<file path="src/rtl/lut_sel_mux.sv">
// Registered, table-programmable bit selector with valid/ready output and a SCAN serialiser.
// Optional table read port is enabled by defining LUT_SEL_CFG_READBACK_EN.
module lut_sel_mux #(
    parameter int unsigned IN_W  = 4,
    parameter int unsigned SEL_W = 3,
    parameter int unsigned IDX_W = $clog2(IN_W)
) (
    input  logic                 clk,
    input  logic                 rst,
    input  logic                 cfg_we,
    input  logic [SEL_W-1:0]     cfg_addr,
    input  logic [2+IDX_W-1:0]   cfg_data,
    input  logic                 in_valid,
    output logic                 in_ready,
    input  logic [IN_W-1:0]      inp,
    input  logic [SEL_W-1:0]     sel,
    input  logic                 scan_start,
    output logic                 out,
    output logic                 out_valid,
    input  logic                 out_ready,
    output logic                 out_last,
    output logic                 busy
`ifdef LUT_SEL_CFG_READBACK_EN
    ,
    input  logic [SEL_W-1:0]     cfg_raddr,
    output logic [2+IDX_W-1:0]   cfg_rdata
`endif
);

    localparam int unsigned EW    = 2 + IDX_W;
    localparam int unsigned Depth = 2 ** SEL_W;
    localparam logic [SEL_W:0] LastCnt = (SEL_W + 1)'(Depth - 1);
    localparam logic [SEL_W:0] CntOne  = (SEL_W + 1)'(1);

    typedef enum logic [1:0] {StIdle, StScan, StDrain} state_e;

    state_e              state_q, state_d;
    logic [EW-1:0]       tbl_q [Depth];
    logic [SEL_W:0]      cnt_q, cnt_d;
    logic [IN_W-1:0]     cap_q, cap_d;
    logic                out_q, out_d;
    logic                out_valid_q, out_valid_d;
    logic                out_last_q, out_last_d;
    logic                adv;

    // Out-of-range index forces 0 for both plain and inverted input modes.
    function automatic logic lut_eval(input logic [EW-1:0] ent, input logic [IN_W-1:0] word);
        logic [IDX_W-1:0] idx;
        logic             in_rng;
        logic             res;
        idx    = ent[IDX_W-1:0];
        in_rng = (32'(idx) < IN_W);
        case (ent[EW-1 -: 2])
            2'b00:   res = 1'b0;
            2'b01:   res = 1'b1;
            2'b10:   res = in_rng & word[idx];
            default: res = in_rng & ~word[idx];
        endcase
        return res;
    endfunction

    assign adv       = !out_valid_q || out_ready;
    assign in_ready  = (state_q == StIdle) && adv && !scan_start;
    assign out       = out_q;
    assign out_valid = out_valid_q;
    assign out_last  = out_last_q;
    assign busy      = (state_q != StIdle);

    always_comb begin
        state_d     = state_q;
        cnt_d       = cnt_q;
        cap_d       = cap_q;
        out_d       = out_q;
        out_valid_d = out_valid_q;
        out_last_d  = out_last_q;
        if (adv) begin
            out_valid_d = 1'b0;
            out_last_d  = 1'b0;
        end
        case (state_q)
            StIdle: begin
                if (scan_start) begin
                    state_d = StScan;
                    cap_d   = inp;
                    cnt_d   = '0;
                end else if (in_valid && in_ready) begin
                    out_d       = lut_eval(tbl_q[sel], inp);
                    out_valid_d = 1'b1;
                    out_last_d  = 1'b0;
                end
            end
            StScan: begin
                if (adv) begin
                    out_d       = lut_eval(tbl_q[cnt_q[SEL_W-1:0]], cap_q);
                    out_valid_d = 1'b1;
                    out_last_d  = (cnt_q == LastCnt);
                    cnt_d       = cnt_q + CntOne;
                    if (cnt_q == LastCnt) begin
                        state_d = StDrain;
                    end
                end
            end
            StDrain: begin
                if (out_valid_q && out_ready) begin
                    state_d = StIdle;
                end
            end
            default: state_d = StIdle;
        endcase
    end

    always_ff @(posedge clk or posedge rst) begin
        if (rst) begin
            state_q     <= StIdle;
            cnt_q       <= '0;
            cap_q       <= '0;
            out_q       <= 1'b0;
            out_valid_q <= 1'b0;
            out_last_q  <= 1'b0;
        end else begin
            state_q     <= state_d;
            cnt_q       <= cnt_d;
            cap_q       <= cap_d;
            out_q       <= out_d;
            out_valid_q <= out_valid_d;
            out_last_q  <= out_last_d;
        end
    end

    // Lookups in the write cycle read the pre-write entry.
    always_ff @(posedge clk or posedge rst) begin
        if (rst) begin
            for (int unsigned i = 0; i < Depth; i++) begin
                tbl_q[i] <= '0;
            end
        end else if (cfg_we) begin
            tbl_q[cfg_addr] <= cfg_data;
        end
    end

`ifdef LUT_SEL_CFG_READBACK_EN
    assign cfg_rdata = tbl_q[cfg_raddr];
`else
    // Table is write-only in this build.
`endif

endmodule

</file>
<file path="config.mk">
export PLATFORM = sky130hd
export DESIGN_NAME = lut_sel_mux
export DESIGN_NICKNAME = d
export VERILOG_FILES = /design/src/rtl/lut_sel_mux.sv
export SDC_FILE = /design/constraint.sdc
export NUM_CORES = 1
export LEC_CHECK = 0
export CORE_MARGIN = 2
export CORE_UTILIZATION = 26
export DETAILED_ROUTE_END_ITERATION = 7
export PLACE_DENSITY = 0.56
export SLEW_MARGIN = 0
export SYNTH_ARGS = -nofsm -noshare
export SYNTH_HDL_FRONTEND = slang
export SYNTH_SLANG_ARGS = --single-unit
</file>
<file path="constraint.sdc">
create_clock -name clk -period 2.07 [get_ports clk]
set_clock_uncertainty 0.2 [all_clocks]
set_input_delay 0.5175 -clock clk [delete_from_list [all_inputs] [get_ports clk]]
set_output_delay 0.5175 -clock clk [all_outputs]
set_load 0.005 [all_outputs]
</file>
==> qor.json, run 1 <==
{
  "outcome": "finished with violations",
  "violations": "negative setup slack",
  "gp_congestion": 0.823,
  "dpl_cell_area_sq_mm": 0.00306,
  "endpoint_required_time_on_the_critical_path_ns": 2.04,
  "peak_vdd_ir_uv": 350,
  "floorplan.die_area_sq_mm": 0.0101,
  "top_signal_layer_used": "met4",
  "clk_share": 0.0316,
  "taps": 111,
  "finalSetupTns_ns": -0.237,
  "reg2regPathDepth": 7,
  "synth-adder-area-share": 0.00516,
  "detail_route.iter0.violations": 113,
  "synthDominantAreaCellType": "dfrtp_1",
  "setup_viol": 1,
  "floorplan.core_util": 0.265,
  "worstSetupPathDepth": 7,
  "antennaDiodeCount": 0,
  "post-dp-hpwl_mm": 4.45,
  "setup_slack_ns": -0.237,
  "mux_area_frac": 0.366,
  "cts.hold.buffers_added": 0,
  "met2WireLength_mm": 2.66,
  "synth.lib_cells_used.distinct": 31,
  "first_pass_iters": 4,
  "power.clock.fraction": 0.181,
  "crit_buf_inv": 1,
  "min-delay-path-class": "flip-flop to flip-flop",
  "met1_length_mm": 2.91,
  "use_met3": 0.0257,
  "pre_cts_slack_ns": -0.894,
  "die_height_um": 101,
  "setup.worst_path.end_class": "flip-flop",
  "max-cap-violations": 0,
  "synth.net_count": 202,
  "grt_max_degree": 46,
  "worst_r2r_endpoint": "out$_DFFE_PP0P_",
  "synthFlopType": "dfrtp_1",
  "synth_async_sr_flop_share": 1.00,
  "holdCritStartpoint": "cap_q[3]$_DFFE_PP0P_",
  "final_area_sq_mm": 0.00317,
  "most_common_cell": "dfrtp_1",
  "nonClockBufferCount": 62,
  "edf_count": 0,
  "synthAoiAreaFrac": 0.0186,
  "hold-path-cell-count": 2,
  "number_of_nets_at_the_end_of_the_flow": 265,
  "ctsHtreeMaxLevel": 2,
  "critical_path.top_delay_family": "multiplexers",
  "grtUsageMet1": 0.169,
  "grt_util_overall": 0.121,
  "layout_top_cells": "dfrtp_1 (45), buf_4 (36), mux2_2 (35)",
  "core_area_sq_mm": 0.00915,
  "final-hold-violation-count": 0,
  "hold_path_end": "cap_q[3]$_DFFE_PP0P_",
  "multi_input_comb_area_sq_mm": 0.00126,
  "n_fill_cell": 877,
  "total_power_mw": 3.36,
  "post_cts.resized_instances": 14,
  "routed_met3_length_um": 204
}
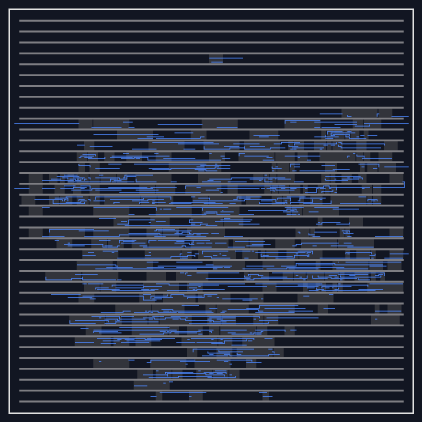
(run_1/m1.png)
(4 px per um) Supply wires on this layer in gray.
nets with wire on the layer: 241
main direction: horizontal
share of all routed wire: 50%

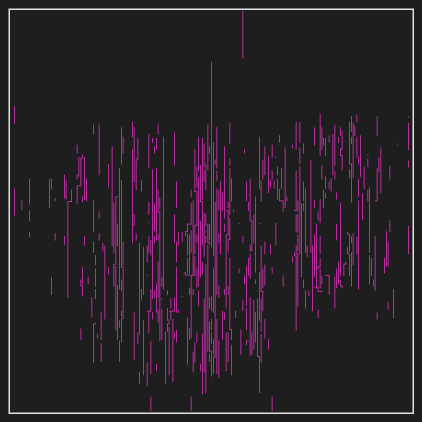
(run_1/m2.png)
(4 px per um)
wire length on this layer: 2,660 um
main direction: vertical
longest straight run: 46.2 um
share of all routed wire: 46%
nets with wire on the layer: 231
met2 Track Usage GR: 0.195
detailed-route via count: 1,695
sum of routed wire length over all layers: 5.82 mm

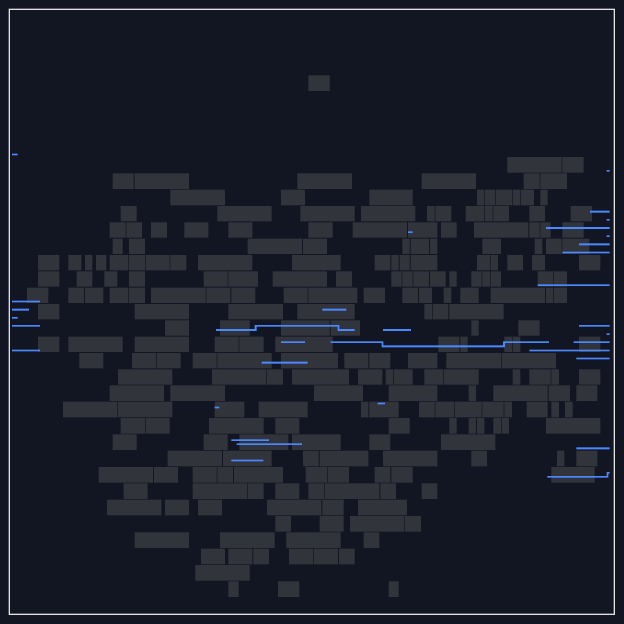
(run_1/m3.png)
(6 px per um)
wire length on this layer: 204 um
share of all routed wire: 3.5%
main direction: horizontal

==> run 2, diff against run 1 <==
--- a/config.mk
+++ b/config.mk
@@ -5,8 +5,10 @@
 export SDC_FILE = /design/constraint.sdc
 export NUM_CORES = 1
 export LEC_CHECK = 0
+export ABC_AREA = 1
 export CORE_MARGIN = 2
 export CORE_UTILIZATION = 26
+export CTS_BUF_LIST = sky130_fd_sc_hd__clkbuf_16
 export DETAILED_ROUTE_END_ITERATION = 7
 export PLACE_DENSITY = 0.56
 export SLEW_MARGIN = 0
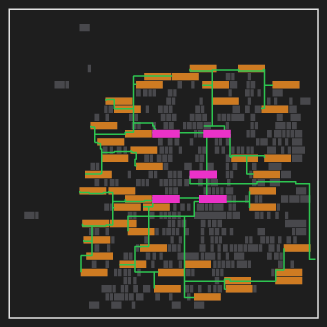
(run_2/clock_wires.png)
(3 px per um)
[flip-flops] orange | count: 45
[clock-net drivers] magenta | count: 5
[clock wires] green | length: 614 um
routed clock nets: 6

==> run 2 against run 1 <==
The run now ends clean. Register-to-register slack better by 0.46 ns. Largest power group unchanged. Critical path type is now primary input to output pin. Final cell count up 48%. Clock power up 48%. Highest routed layer unchanged. Non-clock buffer count down 22. Synthesized area up 3.9%. Critical path depth down 3.
==> qor.json, run 2 <==
{
  "outcome": "complete, no violations",
  "dpl_cell_area_sq_mm": 0.00301,
  "first_pass_iters": 5,
  "holdCritStartpoint": "out_last$_DFF_PP0_",
  "final_area_sq_mm": 0.00318,
  "synth_async_sr_flop_share": 1.00,
  "post_cts.resized_instances": 5,
  "max-cap-violations": 0,
  "core_area_sq_mm": 0.00933,
  "io_buffers": 24,
  "finalSetupTns_ns": 0,
  "edf_count": 0,
  "grtUsageMet1": 0.179,
  "hold-path-cell-count": 2,
  "routing_layer_with_the_top_usage_in_global_route": "met2",
  "final_common_cell": "nand2_1",
  "min-delay-path-class": "flip-flop to flip-flop",
  "die_height_um": 102,
  "number_of_nets_at_the_end_of_the_flow": 417,
  "most_common_cell": "nand2_1",
  "crit_buf_inv": 2,
  "clock_latency_at_the_later_pin_of_the_worst_skew_pair_ns": 0.28,
  "post-dp-hpwl_mm": 4.88,
  "antennaDiodeCount": 0,
  "grt_util_overall": 0.133,
  "reg2regPathDepth": 14,
  "use_met2": 0.228,
  "final-hold-violation-count": 0,
  "setup.worst_path.end_class": "output pin",
  "pre_cts_slack_ns": -0.378,
  "floorplan.core_util": 0.270,
  "post_cts_buffers": 0,
  "gp_congestion": 0.816,
  "clockBufferCount": 5,
  "synth.top_cells.by_area": "dfrtp_1 (45%), nand2_1 (17%), o21ai_0 (8.7%)",
  "worst_r2r_endpoint": "out$_DFFE_PP0P_",
  "synthAoiAreaFrac": 0.152,
  "synth-adder-area-share": 0.00497,
  "ctsHtreeMaxLevel": 2,
  "nonClockBufferCount": 40,
  "synthFlopType": "dfrtp_1",
  "multi_input_comb_area_sq_mm": 0.00117,
  "worstSetupPathDepth": 4,
  "top_signal_layer_used": "met4",
  "peak_vdd_ir_uv": 388,
  "reg2reg_from": "cnt_q[0]$_DFFE_PP0P_",
  "n_fill_cell": 995,
  "total_power_mw": 3.48,
  "layout_top_cells": "nand2_1 (112), dfrtp_1 (45), o21ai_0 (44)",
  "synth.lib_cells_used.distinct": 21,
  "taps": 129,
  "detail_route.iter0.violations": 151,
  "setup_viol": 0,
  "floorplan.die_area_sq_mm": 0.0105,
  "setup_slack_ns": 0.0513,
  "cts.hold.buffers_added": 0,
  "synthDominantAreaCellType": "dfrtp_1",
  "routed_met3_length_um": 328,
  "grt_max_degree": 46,
  "hold_path_end": "out_last$_DFF_PP0_",
  "synth.net_count": 378,
  "power.clock.fraction": 0.259,
  "met1_length_mm": 3.04,
  "endpoint_required_time_on_the_critical_path_ns": 1.35
}
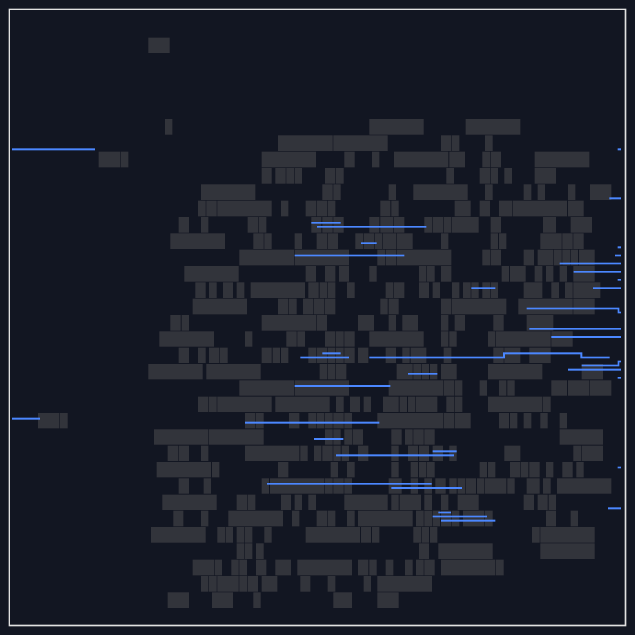
(run_2/m3.png)
(6 px per um)
longest straight run: 27.1 um
wire length on this layer: 329 um
detailed-route via count: 2,395
sum of routed wire length over all layers: 6.44 mm
fraction of met3 tracks used by global routing: 0.0253

==> run 3, diff against run 2 <==
--- a/config.mk
+++ b/config.mk
@@ -6,6 +6,7 @@
 export NUM_CORES = 1
 export LEC_CHECK = 0
 export ABC_AREA = 1
+export ABC_CLOCK_PERIOD_IN_PS = 2070
 export CORE_MARGIN = 2
 export CORE_UTILIZATION = 26
 export CTS_BUF_LIST = sky130_fd_sc_hd__clkbuf_16
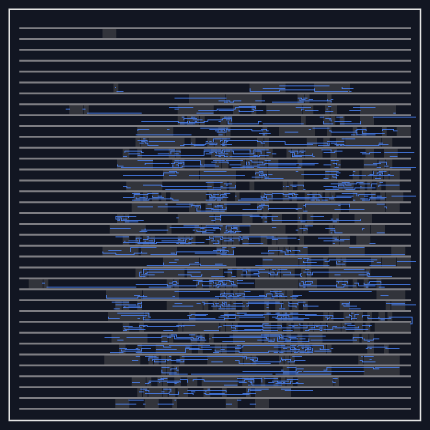
(run_3/m1.png)
(4 px per um) Supply wires on this layer in gray.
main direction: horizontal
wire length on this layer: 3,040 um
longest straight run: 29.9 um
met1 demand-to-capacity share in global routing: 0.179

==> run 3 against run 2 <==
Core utilization unchanged. Die area unchanged. Design area unchanged. First-iteration DRC count unchanged. Critical path depth unchanged. Final cell count unchanged. Critical path type unchanged. Largest cell class unchanged.
==> qor.json, run 3 <==
{
  "power.combinational.fraction": 0.384,
  "hold_path_end": "out_last$_DFF_PP0_",
  "synthDominantAreaCellType": "dfrtp_1",
  "holdWs_ns": 0.283,
  "io_buffers": 24,
  "pre_cts_slack_ns": -0.378,
  "gp_congestion": 0.816,
  "largest_reg_flops": 32,
  "synthAoiAreaFrac": 0.152,
  "final_common_cell": "nand2_1",
  "clk_share": 0.0523,
  "routed_wl_mm": 6.44,
  "min-delay-path-class": "flip-flop to flip-flop",
  "use_met2": 0.228,
  "netlist_instances": 357,
  "reg2reg_from": "cnt_q[0]$_DFFE_PP0P_",
  "post_cts.resized_instances": 5,
  "mux_area_frac": 0,
  "clockRootBuffer": "clkbuf_16",
  "met2WireLength_mm": 3.05,
  "worstSetupPathDepth": 4,
  "first_pass_iters": 5,
  "total_power_mw": 3.48,
  "detail_route.iter0.violations": 151,
  "setup_slack_ns": 0.0513,
  "multi_input_comb_area_sq_mm": 0.00117,
  "synth_async_sr_flop_share": 1.00,
  "first_global_vias": 2286,
  "synth.lib_cells_used.distinct": 21,
  "core_area_sq_mm": 0.00933,
  "power.combinational.total_mw": 1.33,
  "endpoint_required_time_on_the_critical_path_ns": 1.35,
  "final-seq-area_sq_mm": 0.00113,
  "hold-path-cell-count": 2,
  "post-dp-hpwl_mm": 4.88,
  "ctsHtreeMaxLevel": 2,
  "final_area_sq_mm": 0.00318,
  "layout-area-overhead-vs-synth_pct": 26.3,
  "die_height_um": 102,
  "critical_path.top_delay_family": "buffers and inverters",
  "ys.warnings.count": 0,
  "synth-adder-area-share": 0.00497,
  "layout_top_cells": "nand2_1 (112), dfrtp_1 (45), o21ai_0 (44)",
  "vias": 2395,
  "power.density_mw_per_mm2": 1090,
  "fp.dieW_um": 102,
  "cts.hold.buffers_added": 0,
  "use_met3": 0.0253,
  "top_area_frac": 0.447,
  "netSwitchingFraction": 0.373,
  "taps": 129,
  "power.clock.fraction": 0.259,
  "setup_viol": 0,
  "crit_buf_inv": 2,
  "dpl_cell_area_sq_mm": 0.00301,
  "n_fill_cell": 995,
  "synth_xor_xnor_area_share": 0,
  "max_freq_mhz": 495,
  "number_of_nets_at_the_end_of_the_flow": 417,
  "routed_met3_length_um": 328,
  "period_minus_slack_ns": 2.02,
  "postSynthAreaPerCell_sq_um": 7.06,
  "yosysSeqAreaShare": 0.447,
  "nonClockBufferCount": 40,
  "clockBufferCount": 5,
  "holdCritStartpoint": "out_last$_DFF_PP0_",
  "most_common_cell": "nand2_1",
  "grt_max_degree": 46,
  "peak_vdd_ir_uv": 388,
  "floorplan.core_util": 0.270,
  "antennaDiodeCount": 0,
  "synthFlopType": "dfrtp_1",
  "top_signal_layer_used": "met4",
  "setup.worst_path.end_class": "output pin",
  "finalSetupTns_ns": 0,
  "clock_latency_at_the_later_pin_of_the_worst_skew_pair_ns": 0.28,
  "final-hold-violation-count": 0,
  "max-cap-violations": 0,
  "outcome": "complete, no violations",
  "met1_length_mm": 3.04,
  "post_cts_buffers": 0,
  "edf_count": 0,
  "worst_r2r_endpoint": "out$_DFFE_PP0P_",
  "synth.top_cells.by_area": "dfrtp_1 (45%), nand2_1 (17%), o21ai_0 (8.7%)",
  "synth.net_count": 378,
  "reg2regPathDepth": 14,
  "floorplan.die_area_sq_mm": 0.0105
}
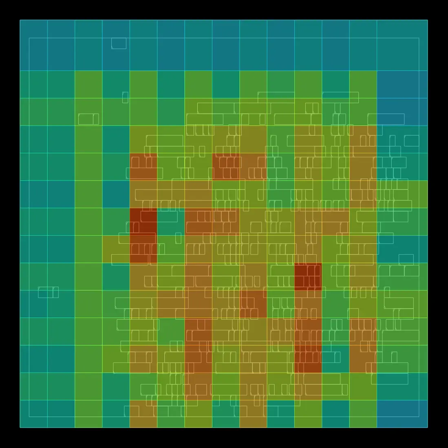
(run_3/congestion_map.png)
GRT Util Overall: 0.133
routing layer with the top usage in global route: met2

Power is estimated from default activity; no workload was simulated.
